Figure 1. Cell area per tile.
The die is cut into 12 by 12 equal tiles; white is low, dark blue is high, 0 to 100% covered.
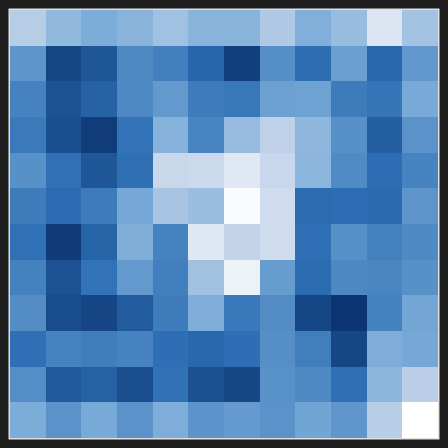
Figure 2. Cells coloured by class.
Scale bar: 20 um. Fill, decap, tap and diode cells in grey.
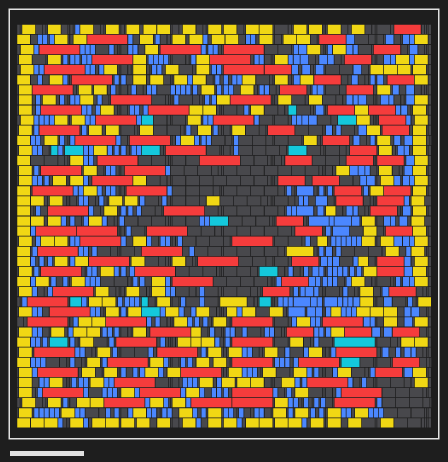
Figure 3. M1 wires.
Supply wires on this layer in grey.
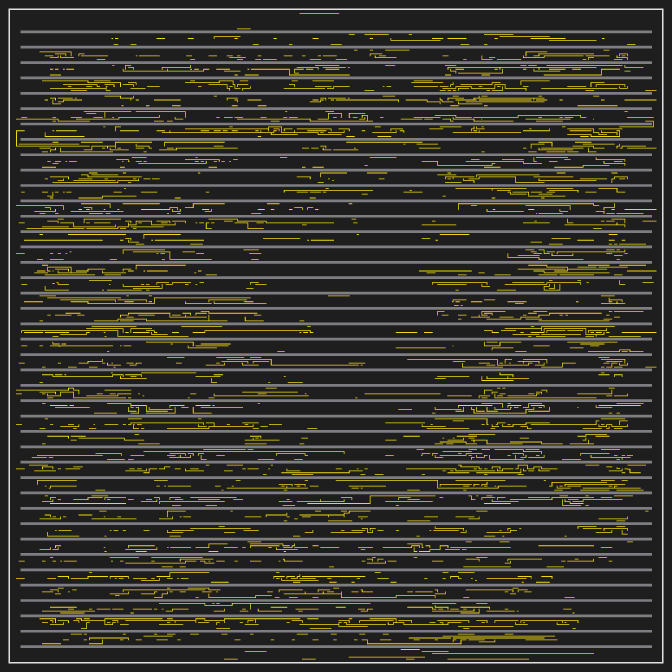
Figure 4. Met4 routing.
Scale bar: 20 um. Supply wires on this layer in grey. Cells faint in the background.
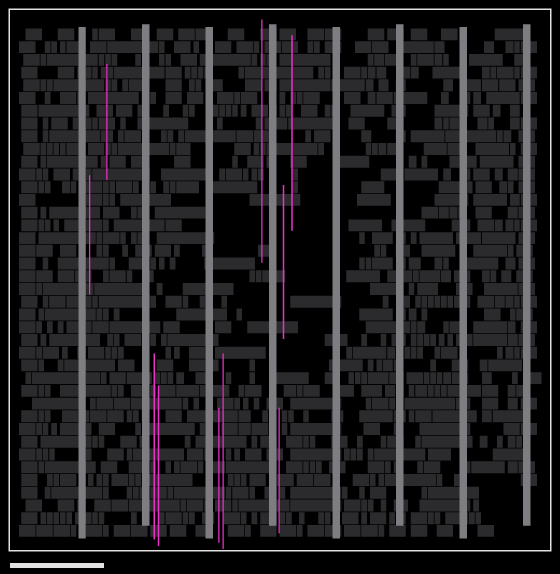
File: config.mk
export PLATFORM = sky130hd
export DESIGN_NAME = lsu_arbiter
export DESIGN_NICKNAME = d
export VERILOG_FILES = /design/src/rtl/lsu_arb_pkg.sv /design/src/rtl/lsu_arb_prio.sv /design/src/rtl/lsu_arbiter.sv
export SDC_FILE = /design/constraint.sdc
export NUM_CORES = 1
export LEC_CHECK = 0
export ABC_AREA = 1
export CORE_MARGIN = 1.5
export CORE_UTILIZATION = 41
export CTS_BUF_LIST = sky130_fd_sc_hd__clkbuf_8
export DETAILED_ROUTE_END_ITERATION = 8
export PLACE_DENSITY = 0.83
export SKIP_LAST_GASP = 1
export SYNTH_ARGS = -nofsm -noshare
export SYNTH_HDL_FRONTEND = slang
export SYNTH_SLANG_ARGS = --single-unit
File: constraint.sdc
create_clock -name clk_i -period 3.4 [get_ports clk_i]
set_clock_uncertainty 0.05 [all_clocks]
set_input_delay 0.68 -clock clk_i [delete_from_list [all_inputs] [get_ports clk_i]]
set_output_delay 0.68 -clock clk_i [all_outputs]
set_load 0.005 [all_outputs]
File: src/rtl/lsu_arb_pkg.sv
// Shared types and constants for the LSU port arbiter: FSM states, RV32
// load/store funct3 encodings and requester port indices.
package lsu_arb_pkg;

  typedef enum logic [1:0] {
    IDLE  = 2'd0,
    ISSUE = 2'd1,
    WAIT  = 2'd2,
    RESP  = 2'd3
  } state_e;

  localparam logic [2:0] LB  = 3'b000;
  localparam logic [2:0] LH  = 3'b001;
  localparam logic [2:0] LW  = 3'b010;
  localparam logic [2:0] LBU = 3'b100;
  localparam logic [2:0] LHU = 3'b101;
  localparam logic [2:0] SB  = 3'b000;
  localparam logic [2:0] SH  = 3'b001;
  localparam logic [2:0] SW  = 3'b010;

  localparam int PORT_CORE = 0;
  localparam int PORT_DBG  = 1;

  // Store encodings alias the load ones, so LH/LHU/LW cover SH/SW too.
  function automatic logic is_misaligned(input logic [2:0] funct3,
                                         input logic [1:0] addr_lo);
    logic r;
    r = 1'b0;
    case (funct3)
      LH, LHU: r = addr_lo[0];
      LW:      r = |addr_lo;
      default: r = 1'b0;
    endcase
    return r;
  endfunction

endpackage

File: src/rtl/lsu_arb_prio.sv
// Fixed-priority grant (core over debug) with a saturating starvation
// counter that force-grants the debug port after STARVE_MAX lost rounds.
module lsu_arb_prio
  import lsu_arb_pkg::*;
#(
  parameter int STARVE_MAX = 4
) (
  input  logic       clk_i,
  input  logic       rst_ni,
  input  logic [1:0] req_valid_i,
  input  logic       arb_en_i,
  output logic [1:0] grant_o
);

  localparam int CW = $clog2(STARVE_MAX + 1);

  logic [CW-1:0] r_starve;
  logic          w_force;

  assign w_force = (r_starve == CW'(STARVE_MAX));

  always_comb begin
    grant_o = 2'b00;
    if (arb_en_i) begin
      if (req_valid_i[PORT_DBG] && (!req_valid_i[PORT_CORE] || w_force))
        grant_o[PORT_DBG] = 1'b1;
      else if (req_valid_i[PORT_CORE])
        grant_o[PORT_CORE] = 1'b1;
    end
  end

  // Only rounds the debug port actually loses are counted.
  always_ff @(posedge clk_i) begin
    if (!rst_ni)
      r_starve <= '0;
    else if (!req_valid_i[PORT_DBG] || grant_o[PORT_DBG])
      r_starve <= '0;
    else if (grant_o[PORT_CORE] && !w_force)
      r_starve <= r_starve + 1'b1;
  end

endmodule

File: src/rtl/lsu_arbiter.sv
// Two-port arbiter in front of the single LSU port, one access in flight.
// Optional LSU_ARB_MISALIGN_CHK_EN adds rsp_err_o and short-circuits misaligned accesses.
module lsu_arbiter
  import lsu_arb_pkg::*;
#(
  parameter int RD_LAT     = 1,
  parameter int STARVE_MAX = 4
) (
  input  logic             clk_i,
  input  logic             rst_ni,
  input  logic [1:0]       req_valid_i,
  output logic [1:0]       req_ready_o,
  input  logic [1:0]       req_wren_i,
  input  logic [1:0][2:0]  req_funct3_i,
  input  logic [1:0][31:0] req_addr_i,
  input  logic [1:0][31:0] req_wdata_i,
  output logic [1:0]       rsp_valid_o,
  output logic [31:0]      rsp_rdata_o,
`ifdef LSU_ARB_MISALIGN_CHK_EN
  output logic             rsp_err_o,
`endif
  output logic             lsu_wren_o,
  output logic [2:0]       lsu_funct3_o,
  output logic [31:0]      lsu_addr_o,
  output logic [31:0]      lsu_st_data_o,
  input  logic [31:0]      lsu_ld_data_i
);

  localparam logic [2:0] LAT_LAST = 3'(RD_LAT - 1);

  state_e      r_state, w_next;
  logic        r_port, r_wren;
  logic [2:0]  r_funct3, r_lat;
  logic [31:0] r_addr, r_wdata, r_rdata;
  logic        w_arb_en, w_accept, w_sel, w_misalign, w_last_wait;
  logic [1:0]  w_grant;

  assign w_arb_en    = (r_state == IDLE) || (r_state == RESP);
  assign w_accept    = |w_grant;
  assign w_sel       = w_grant[PORT_DBG];
  assign w_last_wait = (r_state == WAIT) && (r_lat == LAT_LAST);

  lsu_arb_prio #(.STARVE_MAX(STARVE_MAX)) u_prio (
    .clk_i       (clk_i),
    .rst_ni      (rst_ni),
    .req_valid_i (req_valid_i),
    .arb_en_i    (w_arb_en),
    .grant_o     (w_grant)
  );

`ifdef LSU_ARB_MISALIGN_CHK_EN
  logic r_err;
  assign w_misalign = is_misaligned(req_funct3_i[w_sel], req_addr_i[w_sel][1:0]);
  assign rsp_err_o  = r_err && (r_state == RESP);
`else
  assign w_misalign = 1'b0;
`endif

  assign req_ready_o = w_grant & {2{rst_ni}};
  assign rsp_valid_o = (r_state == RESP && rst_ni) ? (r_port ? 2'b10 : 2'b01) : 2'b00;
  assign rsp_rdata_o = r_rdata;

  always_comb begin
    w_next = r_state;
    case (r_state)
      IDLE, RESP: begin
        if (w_accept) w_next = w_misalign ? RESP : ISSUE;
        else          w_next = IDLE;
      end
      ISSUE:   w_next = r_wren ? RESP : WAIT;
      WAIT:    if (w_last_wait) w_next = RESP;
      default: w_next = IDLE;
    endcase
  end

  // Idle/response cycles present address 0 so the LSU selects nothing.
  always_comb begin
    lsu_wren_o    = 1'b0;
    lsu_funct3_o  = 3'b000;
    lsu_addr_o    = 32'h0;
    lsu_st_data_o = 32'h0;
    if (r_state == ISSUE || r_state == WAIT) begin
      lsu_funct3_o  = r_funct3;
      lsu_addr_o    = r_addr;
      lsu_st_data_o = r_wdata;
    end
    if (r_state == ISSUE) lsu_wren_o = r_wren & rst_ni;
  end

  always_ff @(posedge clk_i) begin
    if (!rst_ni) begin
      r_state <= IDLE;
      r_rdata <= 32'h0;
      r_lat   <= 3'd0;
`ifdef LSU_ARB_MISALIGN_CHK_EN
      r_err   <= 1'b0;
`endif
    end else begin
      r_state <= w_next;
      if (w_accept)         r_rdata <= 32'h0;
      else if (w_last_wait) r_rdata <= lsu_ld_data_i;
      if (r_state == WAIT)  r_lat <= r_lat + 3'd1;
      else                  r_lat <= 3'd0;
`ifdef LSU_ARB_MISALIGN_CHK_EN
      if (w_accept) r_err <= w_misalign;
`endif
    end
  end

  always_ff @(posedge clk_i) begin
    if (w_accept) begin
      r_port   <= w_sel;
      r_wren   <= req_wren_i[w_sel];
      r_funct3 <= req_funct3_i[w_sel];
      r_addr   <= req_addr_i[w_sel];
      r_wdata  <= req_wdata_i[w_sel];
    end
  end

endmodule

==> impl_metrics.json <==
{
  "status": "complete, no violations",
  "io_pins": 276,
  "worst_pin_slew_ns": 1.21,
  "drtIter0Drc": 250,
  "synth.comb.largest_family": "simple AND/OR/NAND/NOR gates",
  "post_drt_wl_per_cell_um": 13.8,
  "worstSetupPathType": "flip-flop to output port",
  "netlist_instances": 657,
  "max_cap_viol_count": 0,
  "synth_nets": 836,
  "warning_count": 30,
  "grt_first_pass_wirelength_mm": 23.0,
  "post_layout_nonfiller_instances": 1086,
  "intPower_w": 0.00369,
  "cts_setup_buffers": 0,
  "ys.flops": 109,
  "rows": 40,
  "grt_pass1_vias": 4792,
  "ant_nets": 0,
  "p_clk_w": 0.000803,
  "lay_top_count": "clkdlybuf4s50_1",
  "cp.buffers_inverters": 3,
  "avgSynthCellArea_um2": 7.88,
  "cts-hold-fix-buffers": 0,
  "slowest_delay_ns": 0.48,
  "required_ns": 2.67,
  "swShare_pct": 35.4,
  "synthToLayoutAreaGrowth_pct": 59.3,
  "p_clk_share_pct": 14.0,
  "reg2reg_to": "rsp_rdata_o[26]",
  "cp.depth": 5,
  "powerSeq_w": 0.00211,
  "cts_sinks": 109,
  "compound_area_share_pct": 3.29,
  "hold_path_end": "r_lat[0]",
  "xor_share_pct": 0.169,
  "synth-simple-area-share_pct": 29.5
}
## Picture notes: Figure 1
23% of the tiles are over 75% full. The mean over all tiles is 60%. 0.70% of the tiles are nearly empty.
fp_density: 42.6%
core box area: 12,200 um^2
Final Util: 67.8%

## Picture notes: Figure 2
Key: red = registers [cells 109]; blue = remaining logic cells [cells 509]; yellow = remaining buffers and delay cells [cells 284]; cyan = clock drivers and dummy loads [cells 16]

## Picture notes: Figure 3
953 nets have wire on it. The layer holds 35% of the routed length.
met1 usage: 22.3%
Vias: 4,973
Detailed Route WL: 15.0 mm

## Picture notes: Figure 4
10 nets have wire on it. The longest straight run is 51.7 um.

==> per-layer routing <==
metal	vias up	track usage, %	wire length [um]
met5	-	0	0
met4	0	7.65	345
met3	21	10.5	1580
met2	190	41.8	7830
met1	2218	22.3	5290
li1	2544	-	-
==> synthesized netlist by cell type (all sizes together) <==
library cell	number	area, um^2
nand2	261	982
inv	86	323
nor2	78	293
edfxtp	69	2070
dfxtp	40	801
a21oi	33	165
nand4	33	206
buf	21	118
clkbuf	18	67.6
nand3	8	45.0
ha	7	87.6
clkinv	1	3.75
o21ai	1	5.00
xnor2	1	8.76
==> final cells by class <==
class | count | area, um^2
clock buffer | 9 | 124
timing repair buffer | 284 | 2850
inverter | 87 | 327
clock inverter | 7 | 72.6
fill | 995 | 3920
tap | 168 | 210
sequential | 109 | 2870
multi-input combinational | 422 | 1800
